**Clock distribution**

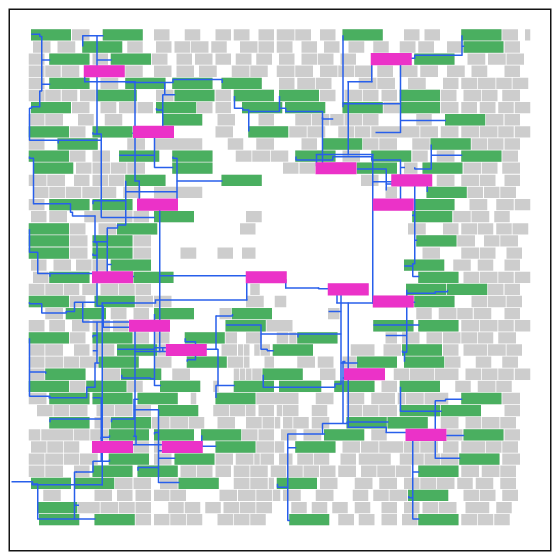
**Signal metal coverage by tile**

Bar = 20 um. 24 x 24 tiles, from dark purple (low) to yellow (high), scaled to the fullest tile. Values are wire area over tile area, all layers added.
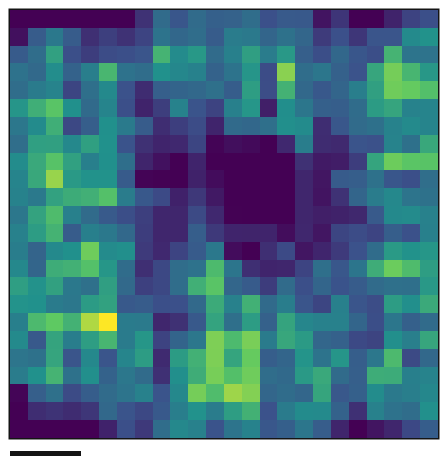
==> src/rtl/dram_arb_pkg.sv <==
// dram_arb_pkg: shared types and constants for the two-port SDRAM request arbiter.
package dram_arb_pkg;

    typedef enum logic {
        IDLE = 1'b0,
        BUSY = 1'b1
    } arb_state_t;

    // Port indices: the CPU core is port 0, the second bus master is port 1.
    localparam logic PORT_CPU = 1'b0;
    localparam logic PORT_AUX = 1'b1;

    localparam int ADDR_W_DEF = 24;
    localparam int DATA_W_DEF = 32;

    // Read data returned to a port whose transaction was aborted by the watchdog.
    localparam logic [31:0] ABORT_DATA = 32'hDEADBEEF;

endpackage

==> src/rtl/rr_arb2.sv <==
// rr_arb2: combinational two-way round-robin grant. On a tie the port that did
// not win last time is chosen; a lone requester always wins.
module rr_arb2
    import dram_arb_pkg::*;
(
    input  logic req0,
    input  logic req1,
    input  logic last_grant,
    output logic grant_valid,
    output logic grant
);

    // Pick the winner from the two request lines and the previous grant.
    always_comb begin
        grant_valid = req0 | req1;
        grant       = PORT_CPU;
        if (req0 && req1) begin
            grant = ~last_grant;
        end else if (req1) begin
            grant = PORT_AUX;
        end
    end

endmodule

==> src/rtl/dram_arbiter.sv <==
// dram_arbiter: shares one sdram_controller3 request interface between the CPU
// (port 0) and an auxiliary master (port 1). One transaction is in flight at a
// time; the completion strobe and read data go back to the granted port only.
// Optional macro DRAM_ARB_TIMEOUT_EN adds a BUSY watchdog that aborts a stuck
// transfer after TIMEOUT_CYCLES and pulses timeout_err.
module dram_arbiter
    import dram_arb_pkg::*;
#(
    parameter int ADDR_W         = ADDR_W_DEF,
    parameter int DATA_W         = DATA_W_DEF,
    parameter int TIMEOUT_CYCLES = 255
) (
    input  logic              clk,
    input  logic              rst_n,

    input  logic              p0_req_read,
    input  logic              p0_req_write,
    input  logic [ADDR_W-1:0] p0_addr,
    input  logic [DATA_W-1:0] p0_wdata,
    output logic [DATA_W-1:0] p0_rdata,
    output logic              p0_data_valid,
    output logic              p0_write_complete,

    input  logic              p1_req_read,
    input  logic              p1_req_write,
    input  logic [ADDR_W-1:0] p1_addr,
    input  logic [DATA_W-1:0] p1_wdata,
    output logic [DATA_W-1:0] p1_rdata,
    output logic              p1_data_valid,
    output logic              p1_write_complete,

    output logic [ADDR_W-1:0] ctrl_address,
    output logic              ctrl_req_read,
    output logic              ctrl_req_write,
    output logic [DATA_W-1:0] ctrl_data_in,
    input  logic [DATA_W-1:0] ctrl_data_out,
    input  logic              ctrl_data_valid,
    input  logic              ctrl_write_complete,

    output logic              timeout_err
);

    // Per-port views of the request inputs so the datapath can index by grant.
    logic              req_rd   [2];
    logic              req_wr   [2];
    logic [ADDR_W-1:0] addr_in  [2];
    logic [DATA_W-1:0] wdata_in [2];
    logic [1:0]        port_req;

    arb_state_t        state_reg;
    logic              last_grant_reg;
    logic              grant_reg;
    logic [ADDR_W-1:0] ctrl_address_reg;
    logic [DATA_W-1:0] ctrl_data_in_reg;
    logic              ctrl_req_read_reg;
    logic              ctrl_req_write_reg;
    logic [DATA_W-1:0] rdata_reg [2];
    logic [1:0]        data_valid_reg;
    logic [1:0]        write_complete_reg;

    logic              grant_valid;
    logic              grant;
    logic              done_hit;

    assign req_rd[0]   = p0_req_read;
    assign req_rd[1]   = p1_req_read;
    assign req_wr[0]   = p0_req_write;
    assign req_wr[1]   = p1_req_write;
    assign addr_in[0]  = p0_addr;
    assign addr_in[1]  = p1_addr;
    assign wdata_in[0] = p0_wdata;
    assign wdata_in[1] = p1_wdata;

    // A port is blind while its own completion pulse is high, so a client that
    // drops its request in response to the pulse is never re-issued.
    generate
        for (genvar gi = 0; gi < 2; gi++) begin : g_port
            assign port_req[gi] = (req_rd[gi] | req_wr[gi])
                                & ~(data_valid_reg[gi] | write_complete_reg[gi]);
        end
    endgenerate

    rr_arb2 u_rr_arb2 (
        .req0        (port_req[0]),
        .req1        (port_req[1]),
        .last_grant  (last_grant_reg),
        .grant_valid (grant_valid),
        .grant       (grant)
    );

    // Only the completion matching the issued type ends the transaction.
    assign done_hit = (ctrl_req_read_reg  & ctrl_data_valid)
                    | (ctrl_req_write_reg & ctrl_write_complete);

`ifdef DRAM_ARB_TIMEOUT_EN
    localparam int CNT_W = ($clog2(TIMEOUT_CYCLES + 1) > 8) ? $clog2(TIMEOUT_CYCLES + 1) : 8;

    logic [CNT_W-1:0] busy_cnt_reg;
    logic             timeout_err_reg;
    logic             timeout_hit;

    // Counter value k means k full BUSY cycles have elapsed before this edge.
    assign timeout_hit = (busy_cnt_reg == CNT_W'(TIMEOUT_CYCLES - 1));
    assign timeout_err = timeout_err_reg;
`else
    assign timeout_err = 1'b0;
`endif

    // Arbiter FSM: issue from IDLE, hold the request in BUSY until completion.
    always_ff @(posedge clk or negedge rst_n) begin
        if (!rst_n) begin
            state_reg          <= IDLE;
            last_grant_reg     <= PORT_AUX;
            grant_reg          <= PORT_CPU;
            ctrl_address_reg   <= '0;
            ctrl_data_in_reg   <= '0;
            ctrl_req_read_reg  <= 1'b0;
            ctrl_req_write_reg <= 1'b0;
            data_valid_reg     <= '0;
            write_complete_reg <= '0;
            for (int i = 0; i < 2; i++) begin
                rdata_reg[i] <= '0;
            end
`ifdef DRAM_ARB_TIMEOUT_EN
            busy_cnt_reg       <= '0;
            timeout_err_reg    <= 1'b0;
`endif
        end else begin
            data_valid_reg     <= '0;
            write_complete_reg <= '0;
`ifdef DRAM_ARB_TIMEOUT_EN
            timeout_err_reg    <= 1'b0;
`endif
            case (state_reg)
                IDLE: begin
                    if (grant_valid) begin
                        // Read wins over write within a port; the write stays pending.
                        ctrl_address_reg   <= addr_in[grant];
                        ctrl_data_in_reg   <= wdata_in[grant];
                        ctrl_req_read_reg  <= req_rd[grant];
                        ctrl_req_write_reg <= ~req_rd[grant];
                        grant_reg          <= grant;
                        last_grant_reg     <= grant;
                        state_reg          <= BUSY;
`ifdef DRAM_ARB_TIMEOUT_EN
                        busy_cnt_reg       <= '0;
`endif
                    end
                end
                BUSY: begin
                    if (done_hit) begin
                        if (ctrl_req_read_reg) begin
                            rdata_reg[grant_reg] <= ctrl_data_out;
                        end
                        data_valid_reg[grant_reg]     <= ctrl_req_read_reg;
                        write_complete_reg[grant_reg] <= ctrl_req_write_reg;
                        ctrl_req_read_reg             <= 1'b0;
                        ctrl_req_write_reg            <= 1'b0;
                        state_reg                     <= IDLE;
`ifdef DRAM_ARB_TIMEOUT_EN
                    end else if (timeout_hit) begin
                        // Abort: complete the port with poison data and flag it.
                        if (ctrl_req_read_reg) begin
                            rdata_reg[grant_reg] <= DATA_W'(ABORT_DATA);
                        end
                        data_valid_reg[grant_reg]     <= ctrl_req_read_reg;
                        write_complete_reg[grant_reg] <= ctrl_req_write_reg;
                        ctrl_req_read_reg             <= 1'b0;
                        ctrl_req_write_reg            <= 1'b0;
                        timeout_err_reg               <= 1'b1;
                        state_reg                     <= IDLE;
                    end else begin
                        busy_cnt_reg <= busy_cnt_reg + 1'b1;
`endif
                    end
                end
                default: state_reg <= IDLE;
            endcase
        end
    end

    assign ctrl_address      = ctrl_address_reg;
    assign ctrl_data_in      = ctrl_data_in_reg;
    assign ctrl_req_read     = ctrl_req_read_reg;
    assign ctrl_req_write    = ctrl_req_write_reg;
    assign p0_rdata          = rdata_reg[0];
    assign p1_rdata          = rdata_reg[1];
    assign p0_data_valid     = data_valid_reg[0];
    assign p1_data_valid     = data_valid_reg[1];
    assign p0_write_complete = write_complete_reg[0];
    assign p1_write_complete = write_complete_reg[1];

endmodule

==> config.mk <==
export PLATFORM = sky130hd
export DESIGN_NAME = dram_arbiter
export DESIGN_NICKNAME = d
export VERILOG_FILES = /design/src/rtl/dram_arb_pkg.sv /design/src/rtl/rr_arb2.sv /design/src/rtl/dram_arbiter.sv
export SDC_FILE = /design/constraint.sdc
export NUM_CORES = 1
export LEC_CHECK = 0
export ABC_CLOCK_PERIOD_IN_PS = 4200
export CAP_MARGIN = 20
export CORE_MARGIN = 4
export CORE_UTILIZATION = 44
export DETAILED_ROUTE_END_ITERATION = 6
export HOLD_SLACK_MARGIN = 0.06
export PLACE_DENSITY = 0.95
export SYNTH_ARGS = -nofsm -noshare
export SYNTH_HDL_FRONTEND = slang
export SYNTH_SLANG_ARGS = --single-unit
==> constraint.sdc <==
create_clock -name clk -period 4.2 [get_ports clk]
set_input_delay 0.84 -clock clk [delete_from_list [all_inputs] [get_ports clk]]
set_output_delay 0.84 -clock clk [all_outputs]
set_load 0.01 [all_outputs]
==> flow_summary.json <==
{
  "fin_cells": 826,
  "top_area_cell": "dfrtp_1",
  "finalPower_uw": 6900,
  "hold_depth": 1,
  "clkSinkCount": 129,
  "tightest_slew_ns": 0.835,
  "post-place-ws_ns": 0.913,
  "crit_chain": "clkdlybuf4s50_1 > nor2_1 > o311ai_4 > buf_12 > mux2_2 > mux2_2",
  "drtAntennaViolNets": 0,
  "via_count": 4111,
  "synth_area_mm2": 0.00564,
  "grt_max_degree": 130,
  "clock_latency_ns": 0.41,
  "period_used_share": 0.685,
  "ys.flop_type": "dfrtp_1",
  "ys_types": 32,
  "relSlewSlack": 0.442,
  "critPathRequiredTime_ns": 4.49,
  "worstSetupPathDepth": 6,
  "cts_hold_buf": 0,
  "cp_common_cell": "mux2_2",
  "cts_inserted_buffers": 17,
  "setup_slack_ns": 1.32,
  "dp_hpwl_um": 11500,
  "critical_path_buf_inv_count": 2,
  "wl_met2_um": 7940,
  "p_leak_uw": 0.00386,
  "hold_violations": 0,
  "place_congestion": 0.819,
  "highest_layer": "met4",
  "synthArstFlopShare": 1.00,
  "fillers": 794,
  "path_clk_slew_ns": 0.06,
  "die-area_mm2": 0.0147,
  "worstPathArrival_ns": 3.17,
  "crit_path_max_fanout": 43,
  "timing.fmax_mhz": 348,
  "cts_tree": "built",
  "rsz0062_at_grt": "no",
  "antenna_found_initial": 0,
  "grt_pass1_wl_um": 24700,
  "cts_resized": 0,
  "ioPinCount": 279,
  "ys_seq_frac": 0.573,
  "setup_viol_count_final": 0,
  "avgSynthCellArea_um2": 15.7,
  "dp.cells": 794,
  "grt.overflow.total": 0,
  "die_y_um": 121,
  "cts-root-buf": "clkbuf_16",
  "wire_per_inst_um": 19.1,
  "max-cap-violations": 0,
  "via_per_inst": 4.98,
  "clock_path_buffers": 2,
  "status": "completed",
  "slowest_stage": "o311ai_4",
  "path_class": "in2reg",
  "portBuffers": 277,
  "grt_pass1_vias": 4623,
  "finalSetupTns_ns": 0,
  "diodes": 0,
  "slew_violations": 0,
  "power_density_mw_per_mm2": 752,
  "ir_drop_uv": 534,
  "wl_um": 15800,
  "drt_iter0_drc": 120,
  "core_area_mm2": 0.0126,
  "syn_inst": 359,
  "yosys_warnings": 0,
  "ys.flops": 129,
  "nets": 793,
  "fp.dieW_um": 121,
  "ys_cells": 359,
  "cts_setup_buffers": 0,
  "drt_first_pass_iters": 4,
  "ys_chip_area_mm2": 0.00564,
  "openroad.warnings": 28,
  "r2r_cells": 5,
  "layout_min_cycle_time_ns": 2.88,
  "cts_max_level": 4,
  "fp_nets": 511,
  "route.detailed.drc": 0,
  "edf_count": 0
}
-- 'clock distribution' (at the start) --
[clock drivers] magenta | count: 17
[flip-flops] green | count: 129
[clock wires] blue | length: 1570 um
flops lie: widely spread

-- 'signal metal coverage by tile' (at the start) --
emptiest ninth of the die: center
fullest tile: 0.52
mean over tiles: 0.18
tiles over half the peak: 22%
nearly empty tiles: 7.1%

[cell type report]
class | count | area (um^2) | area share
Clock buffer | 19 | 453 | 0.0494
Tap cell | 172 | 215 | 0.0235
Sequential cell | 129 | 3230 | 0.352
Inverter | 6 | 22.5 | 0.00245
Clock inverter | 13 | 184 | 0.0200
Multi-Input combinational cell | 205 | 2240 | 0.244
Timing Repair Buffer | 282 | 2830 | 0.309
[logic make-up after synthesis]
family,after synthesis,synth area share
AND/OR/NAND/NOR,17,0.0184
buffers and inverters,25,0.0300
other,1,0.000665
multiplexers,178,0.362
flip-flops,129,0.573
AND-OR/OR-AND,9,0.0160
[power breakdown]
part	switching (uW)	total (uW)	leakage, uW	internal, uW
Sequential	354	2220	0.00156	1860
Clock	539	1560	0.000305	1020
Combinational	1160	3120	0.00199	1960
Total	2050	6900	0.00386	4840
[metrics by stage]
stage | cell area (um^2) | hold slack (ns) | utilization
after floorplan | 5640 | 0.442 | -
after global placement | 8540 | 0.476 | 0.679
after detailed placement | 8540 | 0.465 | 0.679
after CTS | 9180 | 0.485 | 0.730
after global routing | 9180 | 0.497 | 0.730
final | 9180 | 0.489 | 0.730
[path summary, 6_finish.rpt]
kind | from | endpoint | slack [ns]
setup reg to reg | write_complete_reg[0]$_DFF_PN0_ | ctrl_data_in[21]$_DFFE_PN0P_ | 1.65
hold reg to reg | grant_reg$_DFFE_PN0P_ | write_complete_reg[0]$_DFF_PN0_ | 0.49
min in group asynchronous | rst_n | p1_rdata[25]$_DFFE_PN0P_ | 0.54
hold / removal | grant_reg$_DFFE_PN0P_ | write_complete_reg[0]$_DFF_PN0_ | 0.49
max in group asynchronous | rst_n | ctrl_data_in[23]$_DFFE_PN0P_ | 3.19
setup / recovery | p0_req_read | ctrl_data_in[21]$_DFFE_PN0P_ | 1.32
[routing by layer]
layer | vias to the layer above | track usage
met5 | - | 0
met4 | 0 | 0.0917
met3 | 38 | 0.105
met2 | 205 | 0.374
met1 | 2016 | 0.230
li1 | 1852 | -
[synth_stat cells, types with 2 or more instances]
| cell | n |
|---|---|
| buf_2 | 9 |
| buf_4 | 4 |
| buf_6 | 5 |
| dfrtp_1 | 128 |
| inv_1 | 6 |
| mux2_1 | 29 |
| mux2_2 | 138 |
| mux2_4 | 10 |
| nand2_1 | 4 |
| nand3_2 | 2 |
| nor2_1 | 3 |
[cells in the final DEF (no fill, tap or decap), drive strengths merged]
cell | synthesis | layout
dfrtp | 128 | 128
o22ai | 1 | 1
o311ai | 1 | 1
clkinvlp | 0 | 3
mux2 | 177 | 177
buf | 19 | 6
and2 | 2 | 2
a21oi | 2 | 2
nand3 | 2 | 2
o31ai | 1 | 1
a311oi | 1 | 1
nor3b | 1 | 1
inv | 6 | 7
clkdlybuf4s50 | 0 | 276
nor4bb | 1 | 1
bufinv | 0 | 4
clkinv | 0 | 5
nor2 | 4 | 4
or2 | 3 | 3
conb | 1 | 1
a31oi | 1 | 1
a22o | 1 | 1
mux2i | 1 | 1
nand2 | 4 | 4
dfstp | 1 | 1
o21ai | 1 | 1
clkbuf | 0 | 19
Power and IR drop assume default switching activity.
